<file path="config.mk">
export PLATFORM = sky130hd
export DESIGN_NAME = rej_ntt_poly_sampler_flat
export DESIGN_NICKNAME = d
export VERILOG_FILES = /design/src/rtl/dilithium_pkg.sv /design/src/rtl/rej_ntt_poly_sampler_if.sv /design/src/rtl/rej_byte_buffer.sv /design/src/rtl/rej_ntt_poly_sampler.sv /design/src/flat_wrapper.sv
export SDC_FILE = /design/constraint.sdc
export NUM_CORES = 1
export LEC_CHECK = 0
export CAP_MARGIN = 20
export CORE_AREA = 10 10 136 138
export CTS_CLUSTER_SIZE = 8
export DETAILED_ROUTE_END_ITERATION = 10
export DIE_AREA = 0 0 146 148
export DONT_BUFFER_PORTS = 1
export PLACE_DENSITY = 0.56
export SYNTH_ARGS = -nofsm -noshare
export SYNTH_HDL_FRONTEND = slang
export SYNTH_SLANG_ARGS = --single-unit
</file>
<file path="constraint.sdc">
create_clock -name clk -period 6.4 [get_ports clk]
set_input_delay 1.28 -clock clk [delete_from_list [all_inputs] [get_ports clk]]
set_output_delay 1.28 -clock clk [all_outputs]
set_load 0.03 [all_outputs]
</file>
<file path="src/rtl/dilithium_pkg.sv">
// Shared Dilithium constants and types for the ExpandA rejection sampler.
package dilithium_pkg;

    localparam logic [22:0] Q = 23'd8380417;
    localparam int          N = 256;

    typedef logic [22:0] coeff_t;
    typedef logic [7:0]  idx_t;

    typedef enum logic [1:0] {
        IDLE  = 2'd0,
        RUN   = 2'd1,
        DRAIN = 2'd2
    } state_e;

endpackage

</file>
<file path="src/rtl/rej_ntt_poly_sampler_if.sv">
// XOF word stream in, indexed coefficient stream out; the sampler is the slave side.
interface rej_ntt_poly_sampler_if;
    import dilithium_pkg::*;

    logic [63:0] in_data;
    logic        in_valid;
    logic        in_ready;
    coeff_t      coeff_out;
    idx_t        coeff_idx;
    logic        coeff_valid;
    logic        coeff_ready;

    modport slave (
        input  in_data, in_valid, coeff_ready,
        output in_ready, coeff_out, coeff_idx, coeff_valid
    );

    modport master (
        output in_data, in_valid, coeff_ready,
        input  in_ready, coeff_out, coeff_idx, coeff_valid
    );

endinterface

</file>
<file path="src/rtl/rej_byte_buffer.sv">
// 10-byte shift buffer: appends an 8-byte word behind the held bytes, drops 3 from the head.
module rej_byte_buffer #(
    parameter int WORD_W = 64
) (
    input  logic              clk,
    input  logic              rst_n,
    input  logic              load,
    input  logic [WORD_W-1:0] word,
    input  logic              drop,
    input  logic              clear,
    output logic [23:0]       head,
    output logic [3:0]        cnt
);

    logic [79:0] sbuf_q, sbuf_d;
    logic [3:0]  cnt_q, cnt_d;

    // Loads only happen with fewer than 3 bytes held, so only 3 placements exist.
    always_comb begin
        sbuf_d = sbuf_q;
        cnt_d  = cnt_q;
        if (clear) begin
            sbuf_d = '0;
            cnt_d  = 4'd0;
        end else if (load) begin
            case (cnt_q)
                4'd0:    sbuf_d = {16'h0, word};
                4'd1:    sbuf_d = {8'h0, word, sbuf_q[7:0]};
                default: sbuf_d = {word, sbuf_q[15:0]};
            endcase
            cnt_d = cnt_q + 4'd8;
        end else if (drop) begin
            sbuf_d = {24'h0, sbuf_q[79:24]};
            cnt_d  = cnt_q - 4'd3;
        end
    end

    always_ff @(posedge clk or negedge rst_n) begin
        if (!rst_n) begin
            sbuf_q <= '0;
            cnt_q  <= 4'd0;
        end else begin
            sbuf_q <= sbuf_d;
            cnt_q  <= cnt_d;
        end
    end

    assign head = sbuf_q[23:0];
    assign cnt  = cnt_q;

endmodule

</file>
<file path="src/rtl/rej_ntt_poly_sampler.sv">
// RejNTTPoly sampler: 3-byte groups masked to 23 bits, kept if < Q, emitted with index.
// Optional REJ_SAMPLER_STATS_EN adds a saturating rejected-candidate counter port rej_count.
module rej_ntt_poly_sampler #(
    parameter int          N      = dilithium_pkg::N,
    parameter logic [22:0] Q      = dilithium_pkg::Q,
    parameter int          WORD_W = 64
) (
    input  logic                   clk,
    input  logic                   rst_n,
    input  logic                   start,
    rej_ntt_poly_sampler_if.slave  bus,
    output logic                   busy,
    output logic                   done
`ifdef REJ_SAMPLER_STATS_EN
    ,
    output logic [15:0]            rej_count
`endif
);
    import dilithium_pkg::coeff_t;
    import dilithium_pkg::idx_t;
    import dilithium_pkg::state_e;
    import dilithium_pkg::IDLE;
    import dilithium_pkg::RUN;
    import dilithium_pkg::DRAIN;

    state_e     state_q, state_d;
    logic [8:0] acc_q, acc_d;
    coeff_t     coeff_out_q, coeff_out_d;
    idx_t       coeff_idx_q, coeff_idx_d;
    logic       coeff_valid_q, coeff_valid_d;
    logic       done_q, done_d;
`ifdef REJ_SAMPLER_STATS_EN
    logic [15:0] rej_q, rej_d;
`endif

    logic [23:0] head;
    logic [3:0]  byte_cnt;
    logic        buf_load, buf_drop, buf_clear;
    coeff_t      cand;
    logic        cand_vld, cand_acc, out_free, out_hs;
    logic        unused_head_msb;

    rej_byte_buffer #(.WORD_W(WORD_W)) u_buf (
        .clk   (clk),
        .rst_n (rst_n),
        .load  (buf_load),
        .word  (bus.in_data),
        .drop  (buf_drop),
        .clear (buf_clear),
        .head  (head),
        .cnt   (byte_cnt)
    );

    // Bit 23 of each group is discarded, leaving a 23-bit candidate.
    assign cand            = head[22:0];
    assign unused_head_msb = head[23];
    assign cand_vld        = (state_q == RUN) && (byte_cnt >= 4'd3);
    assign cand_acc        = (cand < Q);
    assign out_hs          = coeff_valid_q && bus.coeff_ready;
    assign out_free        = !coeff_valid_q || bus.coeff_ready;

    assign bus.in_ready = (state_q == RUN) && (byte_cnt < 4'd3);
    assign buf_load     = bus.in_ready && bus.in_valid && !start;

    always_comb begin
        state_d       = state_q;
        acc_d         = acc_q;
        coeff_out_d   = coeff_out_q;
        coeff_idx_d   = coeff_idx_q;
        coeff_valid_d = coeff_valid_q;
        done_d        = 1'b0;
        buf_drop      = 1'b0;
        buf_clear     = 1'b0;
`ifdef REJ_SAMPLER_STATS_EN
        rej_d         = rej_q;
`endif
        if (start) begin
            state_d       = RUN;
            acc_d         = '0;
            coeff_valid_d = 1'b0;
            buf_clear     = 1'b1;
`ifdef REJ_SAMPLER_STATS_EN
            rej_d         = '0;
`endif
        end else begin
            if (out_hs) coeff_valid_d = 1'b0;
            case (state_q)
                RUN: begin
                    if (cand_vld) begin
                        if (!cand_acc) begin
                            buf_drop = 1'b1;
`ifdef REJ_SAMPLER_STATS_EN
                            if (rej_q != 16'hFFFF) rej_d = rej_q + 16'd1;
`endif
                        end else if (out_free) begin
                            coeff_out_d   = cand;
                            coeff_idx_d   = acc_q[7:0];
                            coeff_valid_d = 1'b1;
                            acc_d         = acc_q + 9'd1;
                            buf_drop      = 1'b1;
                            // Last coefficient: flush leftover bytes so no further words are taken.
                            if (acc_q == 9'(N - 1)) begin
                                state_d   = DRAIN;
                                buf_clear = 1'b1;
                            end
                        end
                    end
                end
                DRAIN: begin
                    if (out_hs) begin
                        state_d = IDLE;
                        done_d  = 1'b1;
                    end
                end
                default: ;
            endcase
        end
    end

    always_ff @(posedge clk or negedge rst_n) begin
        if (!rst_n) begin
            state_q       <= IDLE;
            acc_q         <= '0;
            coeff_out_q   <= '0;
            coeff_idx_q   <= '0;
            coeff_valid_q <= 1'b0;
            done_q        <= 1'b0;
`ifdef REJ_SAMPLER_STATS_EN
            rej_q         <= '0;
`endif
        end else begin
            state_q       <= state_d;
            acc_q         <= acc_d;
            coeff_out_q   <= coeff_out_d;
            coeff_idx_q   <= coeff_idx_d;
            coeff_valid_q <= coeff_valid_d;
            done_q        <= done_d;
`ifdef REJ_SAMPLER_STATS_EN
            rej_q         <= rej_d;
`endif
        end
    end

    assign bus.coeff_out   = coeff_out_q;
    assign bus.coeff_idx   = coeff_idx_q;
    assign bus.coeff_valid = coeff_valid_q;
    assign busy            = (state_q != IDLE);
    assign done            = done_q;
`ifdef REJ_SAMPLER_STATS_EN
    assign rej_count       = rej_q;
`endif

endmodule

</file>
<file path="src/flat_wrapper.sv">
// flat-port wrapper written by rule: the top's interface ports become plain ports
module rej_ntt_poly_sampler_flat import dilithium_pkg::coeff_t; import dilithium_pkg::idx_t; import dilithium_pkg::state_e; import dilithium_pkg::IDLE; import dilithium_pkg::RUN; import dilithium_pkg::DRAIN;
#(
    parameter int          N      = dilithium_pkg::N,
    parameter logic [22:0] Q      = dilithium_pkg::Q,
    parameter int          WORD_W = 64
)
  (clk, rst_n, start, busy, done, bus_in_data, bus_in_valid, bus_coeff_ready, bus_in_ready, bus_coeff_out, bus_coeff_idx, bus_coeff_valid);
  rej_ntt_poly_sampler_if bus_i ();
  input  logic clk;
  input  logic rst_n;
  input  logic start;
  output logic busy;
  output logic done;
  input wire logic [$bits(bus_i.in_data)-1:0] bus_in_data;
  input wire logic [$bits(bus_i.in_valid)-1:0] bus_in_valid;
  input wire logic [$bits(bus_i.coeff_ready)-1:0] bus_coeff_ready;
  output wire logic [$bits(bus_i.in_ready)-1:0] bus_in_ready;
  output wire logic [$bits(bus_i.coeff_out)-1:0] bus_coeff_out;
  output wire logic [$bits(bus_i.coeff_idx)-1:0] bus_coeff_idx;
  output wire logic [$bits(bus_i.coeff_valid)-1:0] bus_coeff_valid;
  assign bus_i.in_data = bus_in_data;
  assign bus_i.in_valid = bus_in_valid;
  assign bus_i.coeff_ready = bus_coeff_ready;
  assign bus_in_ready = bus_i.in_ready;
  assign bus_coeff_out = bus_i.coeff_out;
  assign bus_coeff_idx = bus_i.coeff_idx;
  assign bus_coeff_valid = bus_i.coeff_valid;
  rej_ntt_poly_sampler #(.N(N), .Q(Q), .WORD_W(WORD_W)) u_core (.clk(clk), .rst_n(rst_n), .start(start), .bus(bus_i), .busy(busy), .done(done));
endmodule
</file>
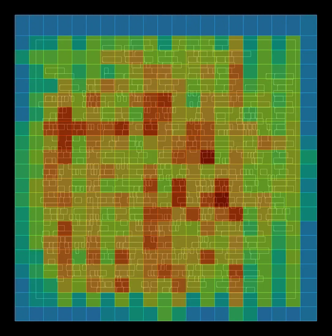
Figure 1: run 1, routing congestion map.
GR Util met1: 0.2633
met3 Track Usage GR: 0.07998

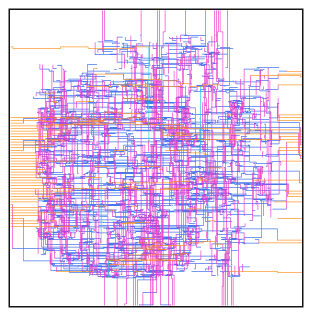
Figure 2: run 1, routed metal, one color a layer.
(2 px per um)
[orange] M3 | wire length: 2240 um
[blue] M1 | wire length: 9590 um
[cyan] M4 | wire length: 288 um
[magenta] M2 | wire length: 9650 um

==> results_slide.txt, run 1 <==
Physical Implementation Snapshot

Logic synthesis
  – Syn Area/Cell: 10.21 um^2
  – Max-area cell share: 0.4511
  – Top logic family: AND-OR/OR-AND gates
  – Mux area share: 0.07777
  – Yosys Instances: 679
  – YS warnings: 0

Drt
  – Drt first-iter violations: 452
  – Wl on met1: 9.589 mm
  – Antenna-violating nets left: 0

Pwr
  – Combinational power: 1.82 mW
  – Clock Power: ~1.1 mW
  – Net Sw Frac: 0.4362
  – Comb pwr share: 0.421

Critical path
  – CP Max Fanout: 49
  – CP required: 6.75 ns
  – R2R Setup Slk: ~2.8 ns
  – Critical path, cell by cell: ha_1 > or3_1 > or3_2 > buf_4 > a31oi_4 > o2111a_1
  – Crit path buffers/inverters: 1

Finish
  – Share of cells above drive strength 1: 0.1556
  – Buffering overhead: 0.01714
  – Most frequent cells in the layout: 125 x dfrtp_1, 88 x nor2_1, 46 x a22o_1, 43 x mux2_2, 39 x a221oi_1
  – Max FFs per register: 77
  – Comb area share: 0.4575
  – Area Overhead vs Synth: 11.58%
  – Post-Route Utilization: 0.4924
  – Flop area: between 3000 and 4000 um^2
  – Flop count: 125
  – Non-filler cells, final: 878

Die
  – FP Rows: 46
  – Boundary Pins: 104
  – Initial Util: 0.4413

Outcome
  – Status: finished, final reports clean

Clock network
  – Clk buf depth: 2
  – CTS Sinks: 125
  – Post CTS Setup Buffer Count: 0
  – TritonCTS Buffers: 17
  – PostCTS Resize Cnt: 0

Timing
  – Final setup margin: around 2.8 ns
  – Fin. Hold Viols: 0
  – Max Clock Skew: just over 0.01 ns
  – Unrepaired setup endpoints after global routing: no
  – Cycle use final: 0.5663

Place
  – Post-DP HPWL: 14.76 mm

Global routing
  – Global route total overflow: 0
  – Largest net degree at the start of global routing: around 130

Min path
  – Hold Path End: u_core.u_buf.sbuf_q[62]$_DFFE_PN0P_
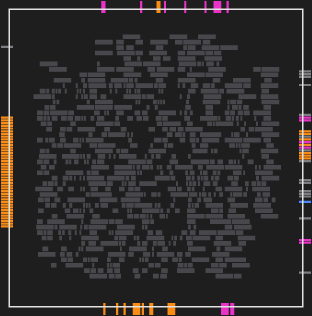
Figure 3: run 1, pin map.
(2 px per um) Pins as bars across the die edge, other pins in gray.
[blue] `busy` | pins: 1 | direction: output | edge: right
[orange] `bus_in_data` | pins: 64 | direction: input | edge: 41 left, 14 bottom, 7 right, 2 top
[magenta] `bus_coeff_out` | pins: 23 | direction: output | edge: 11 top, 6 right, 6 bottom
all pins by edge: 42 left, 29 right, 20 bottom, 13 top

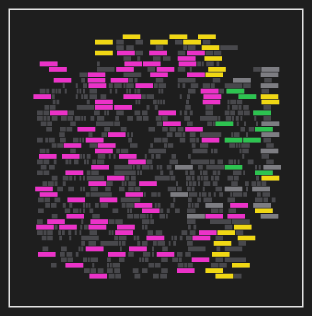
Figure 4: run 1, sequential cells grouped by signal name.
(2 px per um)
[magenta] `u_core.u_buf.sbuf_q` | flops: 77
[green] `u_core.acc_q` | flops: 9 | where: middle right
[yellow] `u_core.bus.coeff_out` | flops: 23
not colored: 16

## Run 2: what changed since run 1
PLACE_DENSITY = 0.58   (was 0.56)
clock period = 3.1 ns   (was 6.4 ns; I/O delays follow)
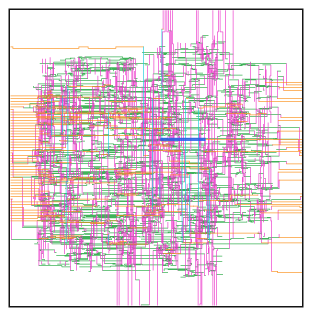
Figure 5: run 2, routed metal, one color a layer.
(2 px per um)
[blue] M5 | wire length: 21.2 um
[magenta] M2 | wire length: 9970 um
[orange] M3 | wire length: 2510 um
[green] M1 | wire length: 9510 um
[cyan] M4 | wire length: 554 um

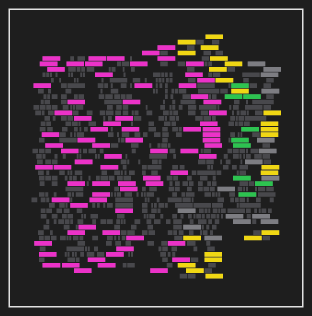
Figure 6: run 2, sequential cells grouped by signal name.
(2 px per um)
[magenta] `u_core.u_buf.sbuf_q` | flops: 77
[yellow] `u_core.bus.coeff_out` | flops: 23
[green] `u_core.acc_q` | flops: 9 | where: middle right
not colored: 16

==> results_slide.txt, run 2 <==
Physical Implementation Snapshot

Outcome
  – Status: finished, violations left
  – Failing checks: negative hold slack

Finish
  – Clock network area share: 0.08094
  – Most frequent cells in the layout: 125 x dfrtp_1, 88 x nor2_1, 46 x a22o_1, 43 x mux2_2, 39 x a221oi_1
  – Buffering overhead: 0.03555 (+0.01841)
  – Buffers, non-clock: 34
  – Flop area: 3128 um^2 (unchanged)
  – Max FFs per register: 77 (unchanged)
  – Flop count: 125 (unchanged)
  – Post-Route Utilization: 0.5018 (+0.009317)
  – Combinational gate area: 3541 um^2
  – Comb area share: 0.4491 (-0.008335)
  – MI comb cells: just under 500
  – Area Overhead vs Synth: 13.70%
  – Final Instance Area: 7884 um^2
  – Non-filler cells, final: 897 (+2.2%)
  – Share of cells above drive strength 1: 0.1850 (+0.02943)

Global routing
  – Global route total overflow: 0 (unchanged)
  – Largest net degree at the start of global routing: 126 (unchanged)
  – Vias in the first global route: 5874
  – Met3 Track Usage GR: 0.08639 (+0.006410)
  – GR Util met1: 0.2654 (+0.002104)
  – First-pass GRT wire length: roughly 36 mm

Timing
  – Final setup margin: 0.2979 ns (-2.477 ns)
  – Fin. Hold Viols: 125 (+125)
  – Worst Max-Slew Pin Slew: between 0.6 and 0.7 ns
  – Cycle use final: 0.9039 (+0.3376)
  – Final hold slack: -0.1062 ns
  – Unrepaired setup endpoints after global routing: no
  – Max Clock Skew: 0.006988 ns (-0.003371 ns)

Clock network
  – Post CTS Setup Buffer Count: 0 (unchanged)
  – PostCTS Resize Cnt: 0 (unchanged)
  – Clk buf depth: 2 (unchanged)
  – CTS Sinks: 125 (unchanged)
  – TritonCTS Buffers: 17 (unchanged)

Die
  – Chip width: 146 um
  – Core area: 15710 um^2
  – Boundary Pins: 104 (unchanged)
  – Tapcells: 216
  – FP Rows: 46 (unchanged)
  – Initial Util: 0.4413 (unchanged)

Drt
  – Antenna-violating nets left: 0 (unchanged)
  – Wl on met1: 9.513 mm (-0.79%)
  – Via count: slightly below 6000
  – Top Layer Used: met5
  – TritonRoute pass-1 iters: 5
  – Avg WL per Cell: about 25 um
  – Drt first-iter violations: 501 (+11%)

Place
  – Post-DP HPWL: 15.93 mm (+7.9%)
  – Placed Area: 7246 um^2
  – Pre-CTS WS: 0.3018 ns
  – Placed cell count: 865

Critical path
  – CP Max Fanout: 29 (-41%)
  – Crit path to: u_core.u_buf.sbuf_q[31]$_DFFE_PN0P_
  – Crit path buffers/inverters: 1 (unchanged)
  – CP required: 3.41 ns (-3.34 ns)
  – Arr. time, crit path: 3.11 ns
  – R2R Setup Slk: 0.30 ns (-2.48 ns)
  – Critical path, cell by cell: ha_1 > or3_1 > or3_2 > buf_4 > a221oi_1 > nor2_1 > o2111a_1
  – Worst r2r src: u_core.u_buf.cnt[0]$_DFFE_PN0P_
  – R2R Path End: u_core.u_buf.sbuf_q[31]$_DFFE_PN0P_

Logic synthesis
  – Post-Synth AOI/OAI Area: 0.2661
  – YS warnings: 0 (unchanged)
  – Top logic family: AND-OR/OR-AND gates
  – Post-synthesis async set-or-reset flop share: 1.000
  – Flops out of synthesis: about 130
  – Max-area cell share: 0.4511 (unchanged)
  – Yosys Instances: 679 (unchanged)
  – Syn Area/Cell: 10.21 um^2 (unchanged)
  – Count leader, synth: dfrtp_1
  – Mux area share: 0.07777 (unchanged)

Pwr
  – Comb pwr share: 0.440 (+0.019)
  – Combinational power: 4.06 mW (+120%)
  – Net Sw Frac: 0.4400 (+0.003773)
  – Clock Power: 2.14 mW (+100%)
## Run 3: what changed since run 2
ABC_CLOCK_PERIOD_IN_PS = 3100   (was unset)
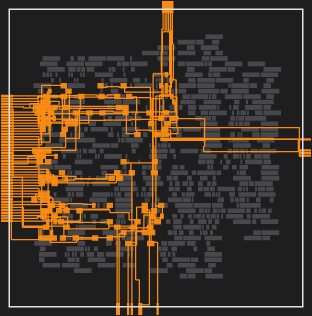
Figure 7: run 3, port wiring.
(2 px per um)
[orange] `bus_in_data` | bits: 64 | direction: input | edge: 47 left, 7 bottom, 6 top, 4 right | end cells: 123 | buffers: 0 | wire: 3800 um

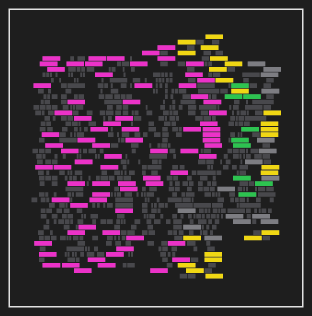
Figure 8: run 3, sequential cells grouped by signal name.
(2 px per um)
[green] `u_core.acc_q` | flops: 9 | where: middle right
[yellow] `u_core.bus.coeff_out` | flops: 23
[magenta] `u_core.u_buf.sbuf_q` | flops: 77

==> results_slide.txt, run 3 <==
Physical Implementation Snapshot

Logic synthesis
  – Post-Synth AOI/OAI Area: 0.2661 (unchanged)
  – Count leader, synth: dfrtp_1
  – Top logic family: AND-OR/OR-AND gates
  – Syn Area/Cell: 10.21 um^2 (unchanged)
  – Max-area cell share: 0.4511 (unchanged)
  – YS warnings: 0 (unchanged)
  – Mux area share: 0.07777 (unchanged)
  – Yosys Instances: 679 (unchanged)
  – Post-synthesis async set-or-reset flop share: 1.000 (unchanged)
  – Flops out of synthesis: 125 (unchanged)
  – List of most frequent post-synthesis cells: 125 x dfrtp_1, 90 x nor2_1, 48 x clkbuf_1

Timing
  – Final Slew Violations: 0
  – Final setup margin: 0.2979 ns (unchanged)
  – Fin. Hold Viols: 125 (unchanged)
  – Setup-failing EPs final: 0
  – Max Clock Skew: 0.006988 ns (unchanged)
  – Final hold slack: -0.1062 ns (unchanged)
  – Cycle use final: 0.9039 (unchanged)
  – Unrepaired setup endpoints after global routing: no
  – Final Critical Period: ~2.8 ns
  – Worst Max-Slew Pin Slew: 0.6206 ns (unchanged)

Drt
  – Avg WL per Cell: 25.16 um (unchanged)
  – Wl on met1: 9.513 mm (unchanged)
  – Drt first-iter violations: 501 (unchanged)
  – Via count: 5887 (unchanged)
  – TritonRoute pass-1 iters: 5 (unchanged)
  – Antenna-violating nets left: 0 (unchanged)
  – Top Layer Used: met5

Critical path
  – CP required: 3.41 ns (about the same)
  – Crit path max-delay family: simple AND/OR/NAND/NOR gates
  – Critical path depth in cells: 7
  – Crit path buffers/inverters: 1 (unchanged)
  – Crit path to: u_core.u_buf.sbuf_q[31]$_DFFE_PN0P_
  – R2R Setup Slk: 0.30 ns (about the same)
  – Worst r2r src: u_core.u_buf.cnt[0]$_DFFE_PN0P_
  – CP Max Fanout: 29 (unchanged)
  – Critical path, cell by cell: ha_1 > or3_1 > or3_2 > buf_4 > a221oi_1 > nor2_1 > o2111a_1
  – R2R Path End: u_core.u_buf.sbuf_q[31]$_DFFE_PN0P_
  – Arr. time, crit path: 3.11 ns (about the same)
  – WS Path Type: reg -> reg

Flow run
  – Tool warnings: 32

Global routing
  – Global route total overflow: 0 (unchanged)
  – GR Util met1: 0.2654 (unchanged)
  – Largest net degree at the start of global routing: 126 (unchanged)
  – First-pass GRT wire length: 35.68 mm (unchanged)
  – Global Route Usage Sum: 0.2078
  – Vias in the first global route: 5874 (unchanged)
  – Met3 Track Usage GR: 0.08639 (unchanged)

Die
  – Initial Util: 0.4413 (unchanged)
  – Tapcells: 216 (unchanged)
  – Boundary Pins: 104 (unchanged)
  – FP Rows: 46 (unchanged)
  – Chip width: 146 um (unchanged)
  – Core area: 15710 um^2 (unchanged)
  – Die Height: 148 um

Finish
  – Max FFs per register: 77 (unchanged)
  – Buffering overhead: 0.03555 (unchanged)
  – Final Instance Area: 7884 um^2 (unchanged)
  – Comb area share: 0.4491 (unchanged)
  – Fill count: 1464
  – Clock network area share: 0.08094 (unchanged)
  – Area Overhead vs Synth: 13.70% (unchanged)
  – Combinational gate area: 3541 um^2 (unchanged)
  – Buffers, non-clock: 34 (unchanged)
  – Flop count: 125 (unchanged)
  – Flop area: 3128 um^2 (unchanged)
  – MI comb cells: 483 (unchanged)
  – Share of cells above drive strength 1: 0.1850 (unchanged)
  – Post-Route Utilization: 0.5018 (unchanged)
  – Most frequent cells in the layout: 125 x dfrtp_1, 88 x nor2_1, 46 x a22o_1, 43 x mux2_2, 39 x a221oi_1
  – Non-filler cells, final: 897 (unchanged)

Place
  – Pre-CTS WS: 0.3018 ns (unchanged)
  – Placed cell count: 865 (unchanged)
  – Placed Area: 7246 um^2 (unchanged)
  – Post-DP HPWL: 15.93 mm (unchanged)

Pwr
  – Clock Power: 2.14 mW (about the same)
  – Net Sw Frac: 0.4400 (unchanged)
  – Sequential power: 3.01 mW
  – Combinational power: 4.06 mW (about the same)
  – Comb pwr share: 0.440 (about the same)

Clock network
  – TritonCTS Buffers: 17 (unchanged)
  – Clk buf depth: 2 (unchanged)
  – CTS Sinks: 125 (unchanged)
  – Post CTS Setup Buffer Count: 0 (unchanged)
  – PostCTS Resize Cnt: 0 (unchanged)

Outcome
  – Status: finished, violations left
  – Failing checks: negative hold slack

Min path
  – Min-delay worst type: in -> async
Power and IR drop assume default switching activity.
